===== src/rtl/div_pkg.sv =====
// Shared divider definitions: FSM state encoding and result-ready constants.
package div_pkg;

   typedef enum logic [1:0] {
      DIV_IDLE   = 2'b00,
      DIV_BYZERO = 2'b01,
      DIV_ON     = 2'b10,
      DIV_END    = 2'b11
   } div_state_t;

   localparam logic DIV_RESULT_READY     = 1'b1;
   localparam logic DIV_RESULT_NOT_READY = 1'b0;

endpackage


===== src/rtl/div_step.sv =====
// One restoring-division step: trial-subtract the divisor from the shifted partial remainder.
module div_step #(
   parameter int W = 32
) (
   input  logic [W:0]   partial,
   input  logic [W-1:0] divisor,
   output logic [W-1:0] rem,
   output logic         qbit
);

   logic [W+1:0] diff;

   // The extra top bit of diff is the borrow: clear means partial >= divisor, so keep the difference.
   always_comb begin
      diff = {1'b0, partial} - {2'b00, divisor};
      qbit = ~diff[W+1];
      rem  = qbit ? diff[W-1:0] : partial[W-1:0];
   end

endmodule


===== src/rtl/div_iter.sv =====
// Iterative restoring divider, one quotient bit per clock, signed or unsigned per operation.
module div_iter
   import div_pkg::*;
#(
   parameter int W     = 32,
   parameter int CNT_W = 6
) (
   input  logic           clk,
   input  logic           rst_n,
   input  logic           start_i,
   input  logic           annul_i,
   input  logic           signed_i,
   input  logic [W-1:0]   opdata1_i,
   input  logic [W-1:0]   opdata2_i,
   output logic [2*W-1:0] result_o,
   output logic           ready_o,
   output logic           busy_o,
   output logic           div_by_zero_o
);

   localparam logic [CNT_W-1:0] LAST_STEP = CNT_W'(W - 1);

   div_state_t     state;
   div_state_t     next_state;
   logic [CNT_W-1:0] counter;
   logic [W-1:0]   dividend;
   logic [W-1:0]   divisor;
   logic [W-1:0]   rem;
   logic [W-1:0]   quot;
   logic           quot_neg;
   logic           rem_neg;
   logic [2*W-1:0] result;
   logic           by_zero;

   logic           op1_neg;
   logic           op2_neg;
   logic [W-1:0]   op1_mag;
   logic [W-1:0]   op2_mag;
   logic [W-1:0]   step_rem;
   logic           step_qbit;
   logic [W-1:0]   quot_full;
   logic [W-1:0]   quot_fixed;
   logic [W-1:0]   rem_fixed;

   div_step #(.W(W)) u_step (
      .partial (({rem, dividend[W-1]})),
      .divisor (divisor),
      .rem     (step_rem),
      .qbit    (step_qbit)
   );

   // Operand magnitudes (only in signed mode) and the sign-corrected final result of the last step.
   always_comb begin
      op1_neg    = signed_i & opdata1_i[W-1];
      op2_neg    = signed_i & opdata2_i[W-1];
      op1_mag    = op1_neg ? (~opdata1_i + W'(1)) : opdata1_i;
      op2_mag    = op2_neg ? (~opdata2_i + W'(1)) : opdata2_i;
      quot_full  = {quot[W-2:0], step_qbit};
      quot_fixed = quot_neg ? (~quot_full + W'(1)) : quot_full;
      rem_fixed  = rem_neg ? (~step_rem + W'(1)) : step_rem;
   end

   // State register.
   always_ff @(posedge clk or negedge rst_n) begin
      if (!rst_n) begin
         state <= DIV_IDLE;
      end else begin
         state <= next_state;
      end
   end

   // Next-state logic; annul overrides every other transition, including completion.
   always_comb begin
      next_state = state;
      if (annul_i) begin
         next_state = DIV_IDLE;
      end else begin
         case (state)
            DIV_IDLE: begin
               if (start_i) begin
                  next_state = (opdata2_i == '0) ? DIV_BYZERO : DIV_ON;
               end
            end
            DIV_BYZERO: next_state = DIV_END;
            DIV_ON: begin
               if (counter == LAST_STEP) begin
                  next_state = DIV_END;
               end
            end
            DIV_END: begin
               if (!start_i) begin
                  next_state = DIV_IDLE;
               end
            end
            default: next_state = DIV_IDLE;
         endcase
      end
   end

   // Datapath: latch operands on accept, iterate in ON, hold the result in END, clear on leaving.
   always_ff @(posedge clk or negedge rst_n) begin
      if (!rst_n) begin
         counter  <= '0;
         dividend <= '0;
         divisor  <= '0;
         rem      <= '0;
         quot     <= '0;
         quot_neg <= 1'b0;
         rem_neg  <= 1'b0;
         result   <= '0;
         by_zero  <= 1'b0;
      end else if (annul_i) begin
         counter <= '0;
         result  <= '0;
         by_zero <= 1'b0;
      end else begin
         case (state)
            DIV_IDLE: begin
               if (start_i) begin
                  dividend <= op1_mag;
                  divisor  <= op2_mag;
                  quot_neg <= op1_neg ^ op2_neg;
                  rem_neg  <= op1_neg;
                  rem      <= '0;
                  quot     <= '0;
                  counter  <= '0;
                  result   <= '0;
                  by_zero  <= 1'b0;
               end
            end
            DIV_BYZERO: begin
               result  <= '0;
               by_zero <= 1'b1;
            end
            DIV_ON: begin
               dividend <= {dividend[W-2:0], 1'b0};
               rem      <= step_rem;
               quot     <= quot_full;
               counter  <= counter + CNT_W'(1);
               if (counter == LAST_STEP) begin
                  result <= {rem_fixed, quot_fixed};
               end
            end
            DIV_END: begin
               if (!start_i) begin
                  result  <= '0;
                  by_zero <= 1'b0;
               end
            end
            default: begin
               result  <= '0;
               by_zero <= 1'b0;
            end
         endcase
      end
   end

   // Outputs decoded from state and the held result registers.
   always_comb begin
      ready_o       = (state == DIV_END) ? DIV_RESULT_READY : DIV_RESULT_NOT_READY;
      busy_o        = (state == DIV_BYZERO) || (state == DIV_ON);
      result_o      = result;
      div_by_zero_o = by_zero;
   end

endmodule

===== config.mk =====
export PLATFORM = sky130hd
export DESIGN_NAME = div_iter
export DESIGN_NICKNAME = d
export VERILOG_FILES = /design/src/rtl/div_pkg.sv /design/src/rtl/div_step.sv /design/src/rtl/div_iter.sv
export SDC_FILE = /design/constraint.sdc
export NUM_CORES = 1
export LEC_CHECK = 0
export ABC_AREA = 1
export CAP_MARGIN = 30
export CORE_MARGIN = 2
export CORE_UTILIZATION = 50
export CTS_BUF_LIST = sky130_fd_sc_hd__clkbuf_2 sky130_fd_sc_hd__clkbuf_4 sky130_fd_sc_hd__clkbuf_8
export CTS_CLUSTER_DIAMETER = 150
export DETAILED_ROUTE_END_ITERATION = 12
export GPL_TIMING_DRIVEN = 1
export HOLD_SLACK_MARGIN = 0.12
export MAX_ROUTING_LAYER = met4
export PLACE_DENSITY = 0.78
export SLEW_MARGIN = 20
export SYNTH_ARGS = -nofsm -noshare
export SYNTH_HDL_FRONTEND = slang
export SYNTH_SLANG_ARGS = --single-unit

===== constraint.sdc =====
create_clock -name clk -period 7.7 [get_ports clk]
set_input_delay 0.77 -clock clk [delete_from_list [all_inputs] [get_ports clk]]
set_output_delay 0.77 -clock clk [all_outputs]
set_load 0.03 [all_outputs]

==> CHANGELOG.md <==
### Changed

- Status: completed
- Combinational gate power: 5.37 mW
- Largest cell class: combinational gates
- Hold WC Path Type: primary input to async pin
- Pre-CTS WS: 3.33 ns
- 1st-pass router iterations: 6
- Aoi share: 15.2%
- Post-Layout Cell Count: 2564
- Initial antenna violation count: 0
- Top cells, area: dfrtp_1, nand2_1, inv_1
- Comb/total area: 46.0%
- Largest register FFs: 64
- Synth area leader: dfrtp_1
- Mux share: 0%
- Clk pwr share: 14.0%
- Filler cells: 2617
- Crit start category: flop
- I/O Buffers: 135
- R2R Path Start: divisor[22]
- Signal buf overhead: 8.93%
- Vias per cell: 5.42
- Yosys chip area: 14000 um^2
- Antenna Nets Post-Route: 0
- Most frequent cells in the layout: nand2_1, inv_1, dfrtp_1, nor2_1, o21ai_0
- Clock-net power: 1.14 mW
- Power per cell area: 495 nW/um^2
- Fmax achieved: 229 MHz
- Cell area after layout: 16500 um^2
- Slew of the pin with the lowest slew margin: 0.921 ns
- Req. time, crit path: 8.19 ns
- Final hold vios: 0
- Synth-to-Final Area Change: 18.0%
- Syn avg cell area: 6.85 um^2
- Fraction of layout cells with a size suffix above 1: 7.14%
- Post-Synth Adder-Cell Area: 3.91%
- CORE AREA: 27600 um^2
- Critical Path Sink: result_o[30]
- Post-Synth XOR/XNOR Area: 4.27%
- Post-synth cell types: 53
- Number of setup buffers added after CTS: 0
- Flop share of the area: 30.7%
- Peak VDD IR: 0.000260 V
- CTS Buf Count: 38
- Setup Skew: 0.0427 ns
- Slew headroom: 38.6%
- Cells after synthesis: 2038
- Worst reg2reg setup slack: 3.34 ns
- First-pass GRT wire length: 68500 um
- Setup crit start: divisor[22]
- Crit path kind: flop to flop
- Max stage delay on crit path: 0.44 ns
- Leakage power: 8.31 nW
- Starting DRC count in detailed routing: 1096
- Nets@finish: 2269
- Register Area: 5050 um^2
- H-tree levels: 2
- Ant diodes: 0
- Slowest cell on crit path: inv_2
- Critical path depth in cells: 24
- Placed insts: 2494
- Share of flip-flops with an asynchronous set or reset: 100%
- Tmin final: 4.36 ns
- EDFF count, synth: 0
- Setup TNS: 0 ns
- Post-CTS Resized: 0
- Synthesis Warnings: 0
- Clkbuf count: 60
- Signal inverters: 282
- Largest net degree at the start of global routing: 79
- CTS root buffer: clkbuf_8
- Clk tree area frac: 5.12%
- Die area: 29300 um^2
- Max cap viols: 0
- Fin. max-slew vios: 0
- Non-clock buffer count: 146
- Most numerous logic cell after layout: nand2_1
- Critical path fanouts, max: 45
- Most Frequent Cell on Critical Path: nand2_1
- RR Endpoint: result_o[30]
- Comb_multi_in: 1487
- CTS tree: yes
- Top pwr grp: combinational logic
- Ys cells: 2038
- Psw: 4.44 mW
- CTS max path bufs: 3
- Die Ht: 171 um
- Seq group: 1.63 mW
- Post-DP HPWL: 31600 um
- Placement row count: 61
-- per-layer routing --
metal | global-route usage (%) | wire length [um] | vias up
li1 | - | - | 6834
met1 | 38.2 | 17900 | 6491
met2 | 49.2 | 19700 | 481
met3 | 4.37 | 2610 | 101
met4 | 12.4 | 1750 | 0
met5 | - | 0 | -
-- synth_stat cells (7+ instances only) --
library cell and count:
a21oi_1 79, a32o_1 8, buf_1 8, buf_6 7, clkbuf_1 50, dfrtp_1 202
ha_1 42, inv_1 269, inv_2 12, nand2_1 603, nand2_2 24, nand3_1 110
nand4_1 21, nor2_1 176, nor3_1 33, o211ai_1 15, o21ai_0 171, o21ai_1 12
o22ai_1 53, o31ai_1 10, xnor2_1 21, xor2_1 47
==> images/wire_density.png <==
The die is cut into 34 by 34 equal tiles; white is low, dark blue is high, scaled to the fullest tile. Values are wire area over tile area, all layers added.
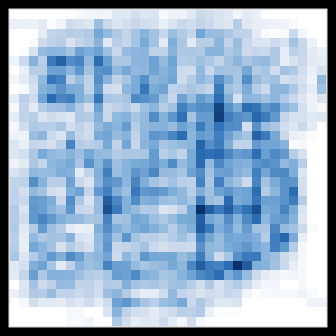
The fullest tile reaches 0.70. The emptiest ninth of the die: south-east. The densest ninth of the die: center. The mean over all tiles is 0.24. 10% of the tiles are nearly empty. 23% of the tiles are over half the peak.
vias: 13900
All-Layer GR Usage: 30.3%
WL final: 42000 um
drt wl/cell: 16.4 um

==> images/metal_stack.png <==
The bar under the picture is 50 um long. Two of the layers only.
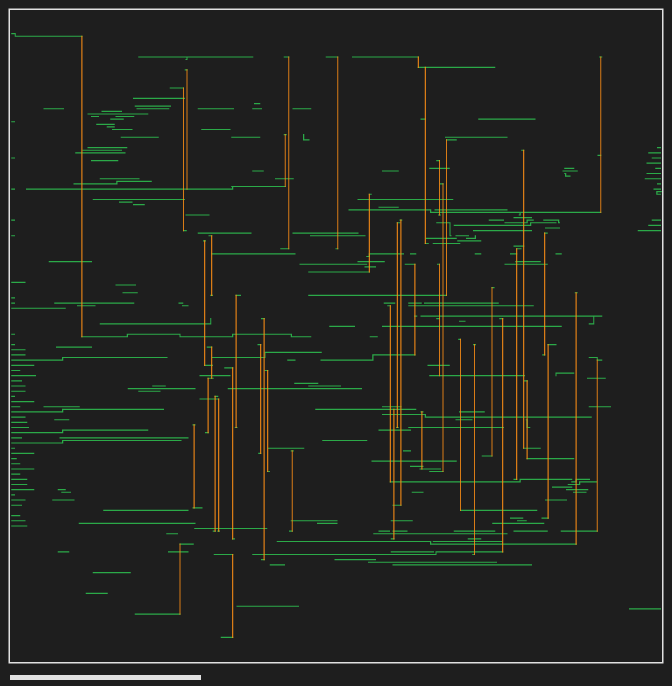
met4: shown in orange, wire length 1750 um. met3: shown in green, wire length 2610 um.

==> images/met1.png <==
The bar under the picture is 50 um long. Cells faint in the background.
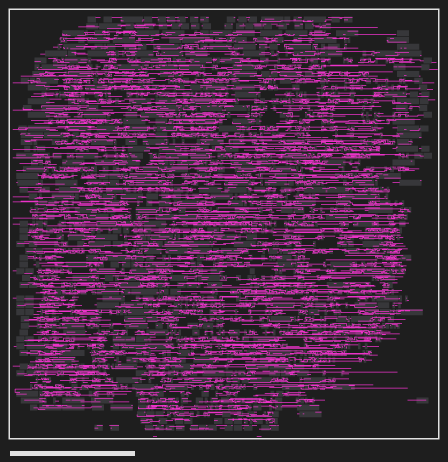
The longest straight run is 56.6 um. The wires run mostly horizontal. The layer carries 17900 um of wire.
met1 usage: 38.2%

==> images/zoom.png <==
The bar under the picture is 5 um long. Window x 118 to 138, y 118 to 138 um. Cells in gray, sequential cells in the stronger gray; small squares are vias.
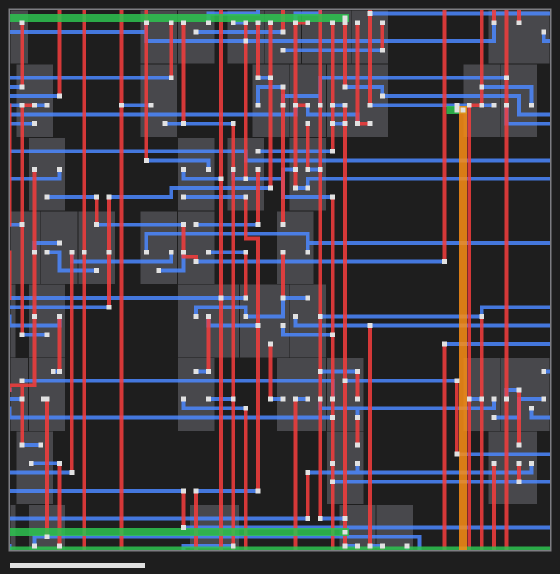
met3: shown in green. met1: shown in blue. met4: shown in orange. met2: shown in red.
Sequential cells in the window: 0. Most frequent: nand2_1 (20), nor2_1 (9), nand3_1 (5). 41 logic cells have their middle in the window.

Power and IR drop assume default switching activity.
